$ cat config.mk
export PLATFORM = sky130hd
export DESIGN_NAME = axi_lite_8bit_master
export DESIGN_NICKNAME = d
export VERILOG_FILES = /design/src/rtl/axi_lite_8bit_master_pkg.sv /design/src/rtl/axi_lite_8bit_master_watchdog.sv /design/src/rtl/axi_lite_8bit_master.sv
export SDC_FILE = /design/constraint.sdc
export NUM_CORES = 1
export LEC_CHECK = 0
export ABC_AREA = 0
export CAP_MARGIN = 20
export CORE_MARGIN = 2
export CORE_UTILIZATION = 35
export DETAILED_ROUTE_END_ITERATION = 10
export SLEW_MARGIN = 20
export SYNTH_ARGS = -nofsm -noshare
export SYNTH_HDL_FRONTEND = slang
export SYNTH_SLANG_ARGS = --single-unit
$ cat constraint.sdc
create_clock -name ACLK -period 2.3 [get_ports ACLK]
set_input_delay 0.46 -clock ACLK [delete_from_list [all_inputs] [get_ports ACLK]]
set_output_delay 0.46 -clock ACLK [all_outputs]
set_load 0.01 [all_outputs]
$ cat src/rtl/axi_lite_8bit_master_pkg.sv
// Shared types and constants for the 8-bit AXI4-Lite master and its watchdog.
package axi_lite_8bit_master_pkg;

    localparam logic [1:0] RESP_OKAY   = 2'b00;
    localparam logic [1:0] RESP_SLVERR = 2'b10;

    typedef enum logic [2:0] {
        ST_IDLE  = 3'd0,
        ST_WADDR = 3'd1,
        ST_WRESP = 3'd2,
        ST_RADDR = 3'd3,
        ST_RDATA = 3'd4,
        ST_RESP  = 3'd5
    } master_state_e;

    // A zero timeout still needs a one-bit counter so the port widths stay legal.
    function automatic int wd_cnt_width(input int timeout);
        return (timeout < 1) ? 1 : $clog2(timeout + 1);
    endfunction

endpackage

$ cat src/rtl/axi_lite_8bit_master_watchdog.sv
// Transaction watchdog: clear/enable up-counter that flags the last allowed cycle.
module axi_lite_8bit_master_watchdog
    import axi_lite_8bit_master_pkg::*;
#(
    parameter int TIMEOUT = 255
) (
    input  logic ACLK,
    input  logic ARESET,
    input  logic clear_i,
    input  logic enable_i,
    output logic expire_o
);

    localparam int             CW   = wd_cnt_width(TIMEOUT);
    localparam logic [CW-1:0]  LAST = CW'((TIMEOUT == 0) ? 0 : TIMEOUT - 1);

    logic [CW-1:0] count_q, count_d;

    always_comb begin
        count_d = count_q;
        if (clear_i) begin
            count_d = '0;
        end else if (enable_i) begin
            count_d = count_q + CW'(1);
        end
    end

    always_ff @(posedge ACLK) begin
        if (ARESET) begin
            count_q <= '0;
        end else begin
            count_q <= count_d;
        end
    end

    // TIMEOUT of zero disables expiry entirely; the counter then just free-runs.
    assign expire_o = (TIMEOUT != 0) && enable_i && (count_q == LAST);

endmodule

$ cat src/rtl/axi_lite_8bit_master.sv
// AXI4-Lite initiator: one command in flight, turned into AW/W/B or AR/R traffic,
// with a watchdog that aborts a transfer the slave never completes.
module axi_lite_8bit_master
    import axi_lite_8bit_master_pkg::*;
#(
    parameter int ADDR_WIDTH = 1,
    parameter int DATA_WIDTH = 8,
    parameter int TIMEOUT    = 255
) (
    input  logic                      ACLK,
    input  logic                      ARESET,
    input  logic                      cmd_valid,
    output logic                      cmd_ready,
    input  logic                      cmd_write,
    input  logic [ADDR_WIDTH-1:0]     cmd_addr,
    input  logic [DATA_WIDTH-1:0]     cmd_wdata,
    input  logic [DATA_WIDTH/8-1:0]   cmd_wstrb,
    output logic                      rsp_valid,
    input  logic                      rsp_ready,
    output logic                      rsp_write,
    output logic [DATA_WIDTH-1:0]     rsp_rdata,
    output logic [1:0]                rsp_resp,
    output logic                      rsp_timeout,
    output logic [ADDR_WIDTH-1:0]     AWADDR,
    output logic                      AWVALID,
    input  logic                      AWREADY,
    output logic [DATA_WIDTH-1:0]     WDATA,
    output logic [DATA_WIDTH/8-1:0]   WSTRB,
    output logic                      WVALID,
    input  logic                      WREADY,
    output logic                      BREADY,
    input  logic                      BVALID,
    input  logic [1:0]                BRESP,
    output logic [ADDR_WIDTH-1:0]     ARADDR,
    output logic                      ARVALID,
    input  logic                      ARREADY,
    output logic                      RREADY,
    input  logic                      RVALID,
    input  logic [DATA_WIDTH-1:0]     RDATA,
    input  logic [1:0]                RRESP
);

    master_state_e               state_q, state_d;
    logic                        awvalid_q, awvalid_d, wvalid_q, wvalid_d;
    logic                        bready_q, bready_d, arvalid_q, arvalid_d;
    logic                        rready_q, rready_d;
    logic                        aw_done_q, aw_done_d, w_done_q, w_done_d;
    logic [ADDR_WIDTH-1:0]       awaddr_q, awaddr_d, araddr_q, araddr_d;
    logic [DATA_WIDTH-1:0]       wdata_q, wdata_d, rdata_q, rdata_d;
    logic [DATA_WIDTH/8-1:0]     wstrb_q, wstrb_d;
    logic                        write_q, write_d, timeout_q, timeout_d;
    logic [1:0]                  resp_q, resp_d;
    logic                        wd_clear, wd_enable, wd_expire, abort;

    assign wd_clear  = (state_q == ST_IDLE) && cmd_valid;
    assign wd_enable = (state_q == ST_WADDR) || (state_q == ST_WRESP) ||
                       (state_q == ST_RADDR) || (state_q == ST_RDATA);

    axi_lite_8bit_master_watchdog #(.TIMEOUT(TIMEOUT)) u_watchdog (
        .ACLK     (ACLK),
        .ARESET   (ARESET),
        .clear_i  (wd_clear),
        .enable_i (wd_enable),
        .expire_o (wd_expire)
    );

    always_comb begin
        state_d   = state_q;
        awvalid_d = awvalid_q;
        wvalid_d  = wvalid_q;
        bready_d  = bready_q;
        arvalid_d = arvalid_q;
        rready_d  = rready_q;
        aw_done_d = aw_done_q;
        w_done_d  = w_done_q;
        awaddr_d  = awaddr_q;
        araddr_d  = araddr_q;
        wdata_d   = wdata_q;
        wstrb_d   = wstrb_q;
        write_d   = write_q;
        rdata_d   = rdata_q;
        resp_d    = resp_q;
        timeout_d = timeout_q;
        abort     = 1'b0;

        unique case (state_q)
            ST_IDLE: begin
                if (cmd_valid) begin
                    write_d = cmd_write;
                    if (cmd_write) begin
                        awaddr_d  = cmd_addr;
                        wdata_d   = cmd_wdata;
                        wstrb_d   = cmd_wstrb;
                        awvalid_d = 1'b1;
                        wvalid_d  = 1'b1;
                        aw_done_d = 1'b0;
                        w_done_d  = 1'b0;
                        state_d   = ST_WADDR;
                    end else begin
                        araddr_d  = cmd_addr;
                        arvalid_d = 1'b1;
                        state_d   = ST_RADDR;
                    end
                end
            end
            ST_WADDR: begin
                if (awvalid_q && AWREADY) begin
                    awvalid_d = 1'b0;
                    aw_done_d = 1'b1;
                end
                if (wvalid_q && WREADY) begin
                    wvalid_d = 1'b0;
                    w_done_d = 1'b1;
                end
                if (aw_done_d && w_done_d) begin
                    bready_d = 1'b1;
                    state_d  = ST_WRESP;
                end else if (wd_expire) begin
                    abort = 1'b1;
                end
            end
            ST_WRESP: begin
                if (BVALID && bready_q) begin
                    resp_d    = BRESP;
                    rdata_d   = '0;
                    timeout_d = 1'b0;
                    bready_d  = 1'b0;
                    state_d   = ST_RESP;
                end else if (wd_expire) begin
                    abort = 1'b1;
                end
            end
            ST_RADDR: begin
                if (arvalid_q && ARREADY) begin
                    arvalid_d = 1'b0;
                    rready_d  = 1'b1;
                    state_d   = ST_RDATA;
                end else if (wd_expire) begin
                    abort = 1'b1;
                end
            end
            ST_RDATA: begin
                if (RVALID && rready_q) begin
                    rdata_d   = RDATA;
                    resp_d    = RRESP;
                    timeout_d = 1'b0;
                    rready_d  = 1'b0;
                    state_d   = ST_RESP;
                end else if (wd_expire) begin
                    abort = 1'b1;
                end
            end
            ST_RESP: begin
                if (rsp_ready) begin
                    state_d = ST_IDLE;
                end
            end
            default: state_d = ST_IDLE;
        endcase

        // Abort breaks the AXI no-retract rule on purpose; the slave needs a reset afterwards.
        if (abort) begin
            awvalid_d = 1'b0;
            wvalid_d  = 1'b0;
            bready_d  = 1'b0;
            arvalid_d = 1'b0;
            rready_d  = 1'b0;
            resp_d    = RESP_SLVERR;
            timeout_d = 1'b1;
            rdata_d   = '0;
            state_d   = ST_RESP;
        end
    end

    always_ff @(posedge ACLK) begin
        if (ARESET) begin
            state_q   <= ST_IDLE;
            awvalid_q <= 1'b0;
            wvalid_q  <= 1'b0;
            bready_q  <= 1'b0;
            arvalid_q <= 1'b0;
            rready_q  <= 1'b0;
            aw_done_q <= 1'b0;
            w_done_q  <= 1'b0;
            awaddr_q  <= '0;
            araddr_q  <= '0;
            wdata_q   <= '0;
            wstrb_q   <= '0;
            write_q   <= 1'b0;
            rdata_q   <= '0;
            resp_q    <= RESP_OKAY;
            timeout_q <= 1'b0;
        end else begin
            state_q   <= state_d;
            awvalid_q <= awvalid_d;
            wvalid_q  <= wvalid_d;
            bready_q  <= bready_d;
            arvalid_q <= arvalid_d;
            rready_q  <= rready_d;
            aw_done_q <= aw_done_d;
            w_done_q  <= w_done_d;
            awaddr_q  <= awaddr_d;
            araddr_q  <= araddr_d;
            wdata_q   <= wdata_d;
            wstrb_q   <= wstrb_d;
            write_q   <= write_d;
            rdata_q   <= rdata_d;
            resp_q    <= resp_d;
            timeout_q <= timeout_d;
        end
    end

    assign cmd_ready   = (state_q == ST_IDLE);
    assign rsp_valid   = (state_q == ST_RESP);
    assign rsp_write   = write_q;
    assign rsp_rdata   = rdata_q;
    assign rsp_resp    = resp_q;
    assign rsp_timeout = timeout_q;
    assign AWADDR      = awaddr_q;
    assign AWVALID     = awvalid_q;
    assign WDATA       = wdata_q;
    assign WSTRB       = wstrb_q;
    assign WVALID      = wvalid_q;
    assign BREADY      = bready_q;
    assign ARADDR      = araddr_q;
    assign ARVALID     = arvalid_q;
    assign RREADY      = rready_q;

endmodule

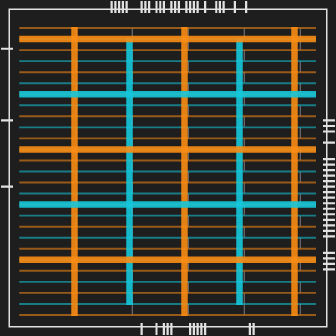
(run_1/power_grid.png)
Pins as bars on the die edge. Tap cells in grey.
orange -> VSS
cyan -> VDD
signal pins = 62
met5 straps = 5
tap cells = 70
met1 rails = 27
CORE AREA: 0.00517 sq mm
Die Span X: 77.9 um
peak supply drop: 0.412 mV
die height: 77.9 um

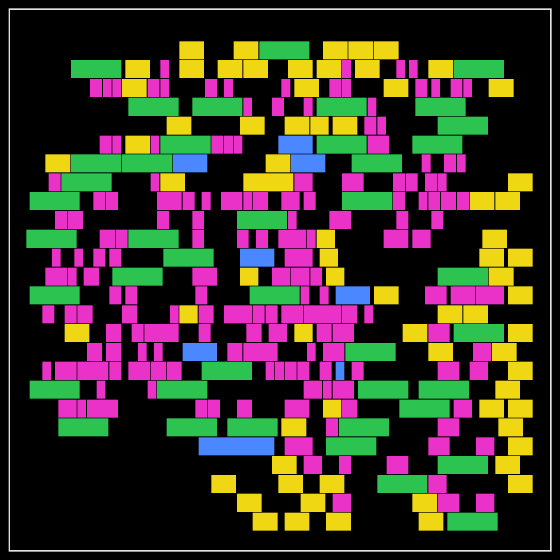
(run_1/placement_by_type.png)
magenta -> combinational and other logic  # cells 166
green -> flops  # cells 41
yellow -> other buffers and delay cells  # cells 70
blue -> clock drivers and dummy loads  # cells 8
Seq/total area: 0.302
Rows: 26
cell area after layout: 0.00272 sq mm

==> impl_metrics.yaml, run 1 <==
# yosys + openroad results
outcome:
  status: "finished, final reports clean"
logic_synthesis:
  yosys_cells: 218
  ys_seq_share: 0.430
  floorplan.nets: 252
  ys_ff: 41
  syn_area_per_cell_sq_um: 8.76
global_route:
  grt_first_pass_wirelength_um: 7920
  antenna_found_initial: 0
  grtUsageTotal: 0.160
  grt.overflow.total: 0
cts:
  post_cts_resized: 0
  cts_setup_buffers: 0
  root_buffer: "clkbuf_8"
timing:
  clock_skew_ns: 0.00677
  finalHoldViolCount: 0
  finalClockPeriodUsage: 0.975
  setup_viol: 0
  rsz0062_at_grt: "no"
  timing.fmax_mhz: 446
  min_period_ns: 2.24
  worst-slew-pin-transition_ns: 0.584
job:
  max_cap_violations: 0
die:
  ioPinCount: 62
power:
  p_leak_nw: 0.940
  power_density_mw_per_mm2: 875
finish:
  layout_top_cell: "clkdlybuf4s50_1"
  layout.nets: 318
min_path:
  min_path_type: "reg2reg"
worst_setup_path:
  crit_arrival_ns: 1.78
  cp_max_fo: 12
place:
  hpwl_um: 3580
detailed_routing:
  antenna_left: 0
  via_per_inst: 5.09
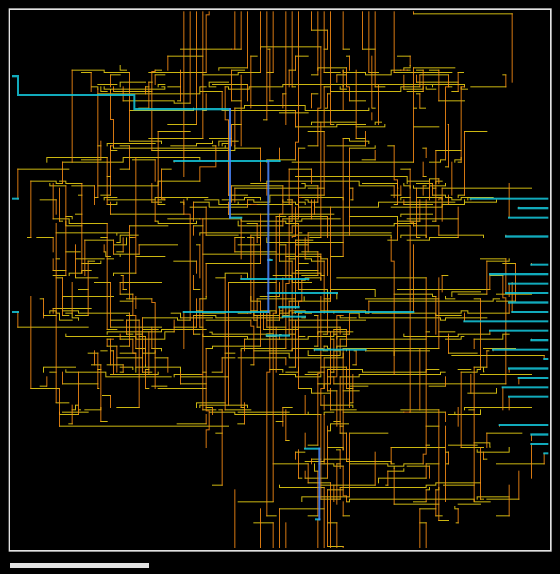
(run_1/wires.png)
The bar under the picture is 20 um long.
blue -> metal 4  # wire length 47.6 um
cyan -> metal 3  # wire length 245 um
yellow -> metal 1  # wire length 2410 um
orange -> metal 2  # wire length 2160 um
via count: 1806
drt wl/cell: 13.7 um

[run 1: per-layer routing]
layer | routed length, um | vias up | GRT usage
li1 | - | 912 | -
met1 | 2410 | 839 | 0.227
met2 | 2160 | 47 | 0.247
met3 | 245 | 8 | 0.0337
met4 | 47 | 0 | 0.0375
met5 | 0 | - | 0
[run 1: cell families (layout without fill, tap and decap cells)]
| logic type | count (synthesis) | after routing | synth area share |
|---|---|---|---|
| fa+ha+maj | 2 | 2 | 0.0131 |
| buf+inv | 17 | 84 | 0.0570 |
| mux | 6 | 6 | 0.0327 |
| compound gates | 73 | 73 | 0.249 |
| simple gates | 76 | 76 | 0.205 |
| flops | 41 | 41 | 0.430 |
| xor+xnor | 3 | 3 | 0.0138 |
[run 1: flip-flops by register name, summed over array words and instances, names as in the netlist, 2 cells and up]
signal and flops:
WDATA 8, rsp_rdata 8, rsp_resp 2, state_q 3
u_watchdog.count_q 8
[run 1: power breakdown]
part / total [mW] / leakage [nW] / internal [mW] / switching [mW]
sequential: 0.907 / 0.333 / 0.798 / 0.109
combinational: 0.876 / 0.549 / 0.432 / 0.444
clock: 0.597 / 0.0585 / 0.354 / 0.243
[run 1: worst min-delay path, stage by stage, from the launching register on]
cell     delay [ns]
dfxtp_1        0.31
nand2_1        0.05
a21oi_1        0.05
[run 1: metrics by stage]
| step | power [mW] | hold slack (ns) |
|---|---|---|
| floorplan | 1.46 | 0.436 |
| global placement | 1.80 | 0.442 |
| detailed placement | 1.79 | 0.447 |
| CTS | 2.39 | 0.458 |
| global route | 2.53 | 0.476 |
| finish | 2.38 | 0.457 |
[run 1: layout make-up]
type                            instances  area (sq um)
Clock buffer                            7          86.3
Clock inverter                          1          30.0
Fill cell                             475          2450
Inverter                                6          22.5
Multi-Input combinational cell        160           981
Sequential cell                        41           821
Tap cell                               70          87.6
Timing Repair Buffer                   70           691
[run 1: synthesized netlist by cell type (2+ instances only)]
| master | instances |
|---|---|
| a2111o_1 | 2 |
| a211oi_1 | 2 |
| a21o_1 | 2 |
| a21oi_1 | 31 |
| a21oi_2 | 10 |
| a22oi_1 | 8 |
| and2_1 | 4 |
| buf_2 | 2 |
| buf_6 | 3 |
| clkbuf_1 | 4 |
| dfxtp_1 | 41 |
| ha_1 | 2 |
| inv_1 | 5 |
| mux2_2 | 2 |
| mux2i_1 | 4 |
| nand2_1 | 27 |
| nand3_1 | 9 |
| nand4_1 | 5 |
| nand4b_1 | 2 |
| nor2_1 | 13 |
| nor3_1 | 3 |
| o21ai_0 | 7 |
| o21ai_1 | 2 |
| o22ai_1 | 3 |
| or3_1 | 5 |
| xnor2_1 | 2 |
[run 1: final timing paths]
check                                        startpoint               endpoint  slack (ns)  cells after the start
worst max-delay path            state_q[2]$_SDFFE_PP0P_              cmd_ready        0.06                      3
worst min-delay path              WDATA[6]$_SDFFE_PP0P_  WDATA[6]$_SDFFE_PP0P_        0.46                      2
worst max register to register  state_q[2]$_SDFFE_PP0P_   ARVALID$_SDFFE_PP0P_        0.45                      5
worst min register to register    WDATA[6]$_SDFFE_PP0P_  WDATA[6]$_SDFFE_PP0P_        0.46                      2
==> run_1/congestion.png <==
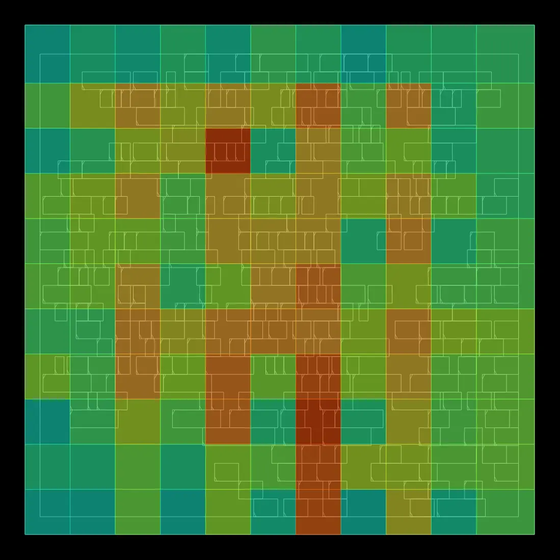

--- run 2 (diff from run 1) ---
Settings changed: CORE_MARGIN 2 to not set.
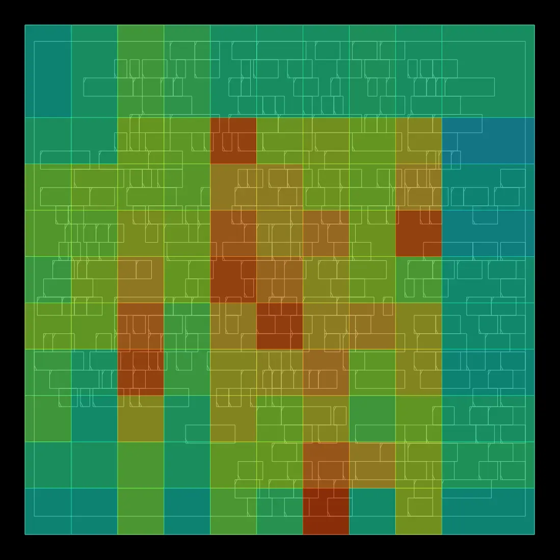
(run_2/congestion.png)
busiest grt layer: met2
overall routing resource usage: 0.170
met3 usage: 0.0410
drt wl/cell: 13.5 um

==> run 2 against run 1 <==
First-iteration DRC count is 45% higher. Sequential power hardly changed. Clock power is 14% lower. Non-clock buffer count is 1 lower. Design area is 0.83% lower. Cell count is 0.28% lower. Combinational power is 0.6% higher. Synthesized cell count stayed put. Utilization is 0.44 points lower. Register-to-register slack hardly changed. Sequential share of layout area is 0.25 points higher. Area after synthesis stayed put. Largest cell class unchanged. Largest power group unchanged.
==> impl_metrics.yaml, run 2 <==
# yosys + openroad results
timing:
  setup_viol: 0
  finalClockPeriodUsage: 0.974
  clock_skew_ns: 0.00555
  min_period_ns: 2.24
  worst-slew-pin-transition_ns: 0.594
  rsz0062_at_grt: "no"
  finalHoldViolCount: 0
power:
  ir_worst_vdd_mv: 0.455
  power_mw: 2.30
  p_leak_nw: 0.931
worst_setup_path:
  crit_arrival_ns: 1.78
  crit_start: "state_q[2]$_SDFFE_PP0P_"
logic_synthesis:
  ys_seq_share: 0.430
  ys_ff: 41
  floorplan.nets: 252
finish:
  final_cell_area_sq_mm: 0.00270
  fill_cells: 493
min_path:
  hold_start: "WSTRB$_SDFFE_PP0P_"
  min_path_type: "reg2reg"
cts:
  root_buffer: "clkbuf_8"
  cts_setup_buffers: 0
  post_cts_resized: 0
detailed_routing:
  antenna_left: 0
  dr_total_vias: 1757
  via_per_inst: 4.96
job:
  max_cap_violations: 0
die:
  rows: 26
  die_x_um: 75.9
  ioPinCount: 62
outcome:
  status: "finished, final reports clean"
global_route:
  antenna_found_initial: 0
  grt_first_pass_wirelength_um: 7370
  grt.overflow.total: 0
run 2: where the power goes:
| group | switching, mW | internal [mW] | leakage (nW) |
|---|---|---|---|
| registers | 0.107 | 0.798 | 0.333 |
| logic | 0.450 | 0.431 | 0.544 |
| clock network | 0.240 | 0.271 | 0.0542 |
| total | 0.796 | 1.50 | 0.931 |
run 2: worst paths after layout:
check / end / slack [ns] / depth (start not counted)
worst max-delay path: cmd_ready / 0.06 / 3
worst min-delay path: WSTRB$_SDFFE_PP0P_ / 0.46 / 2
worst max register to register: rsp_rdata[3]$_SDFFE_PP0P_ / 0.45 / 5
worst min register to register: WSTRB$_SDFFE_PP0P_ / 0.46 / 2
run 2: final cells by class:
type / instances / area, sq um / share of cell area
multi-input cells: 160 / 981 / 0.364
clock buffers: 7 / 96.3 / 0.0357
inverters: 6 / 22.5 / 0.00835
flip-flops and latches: 41 / 821 / 0.304
repair buffers: 69 / 683 / 0.253
clock inverters: 1 / 5.00 / 0.00186
well taps: 70 / 87.6 / 0.0325
run 2: layer usage:
metal,GRT usage,wire (um),up-vias
met5,0,0,-
met4,0.0494,27,0
met3,0.0410,244,2
met2,0.254,2190,43
met1,0.242,2310,794
li1,-,-,918
run 2: cell families after synthesis:
group / share of synthesized area
fa+ha+maj: 0.0131
buf+inv: 0.0570
flops: 0.430
mux: 0.0327
simple gates: 0.205
compound gates: 0.249
xor+xnor: 0.0138
run 2: per-stage QoR:
stage | setup slack [ns] | std cells
after floorplan | 0.702 | 218
after global placement | 0.182 | 346
after detailed placement | 0.124 | 346
after global routing | 0.00232 | 354
after CTS | 0.0697 | 354
final | 0.0608 | 354
run 2: critical path: stages, from the launching register on:
cell and delay [ns]:
dfxtp_1 0.45, or3_1 0.44, inv_2 0.08, clkdlybuf4s50_1 0.53
Power figures rest on the tool's default switching activity, not on a simulated workload.
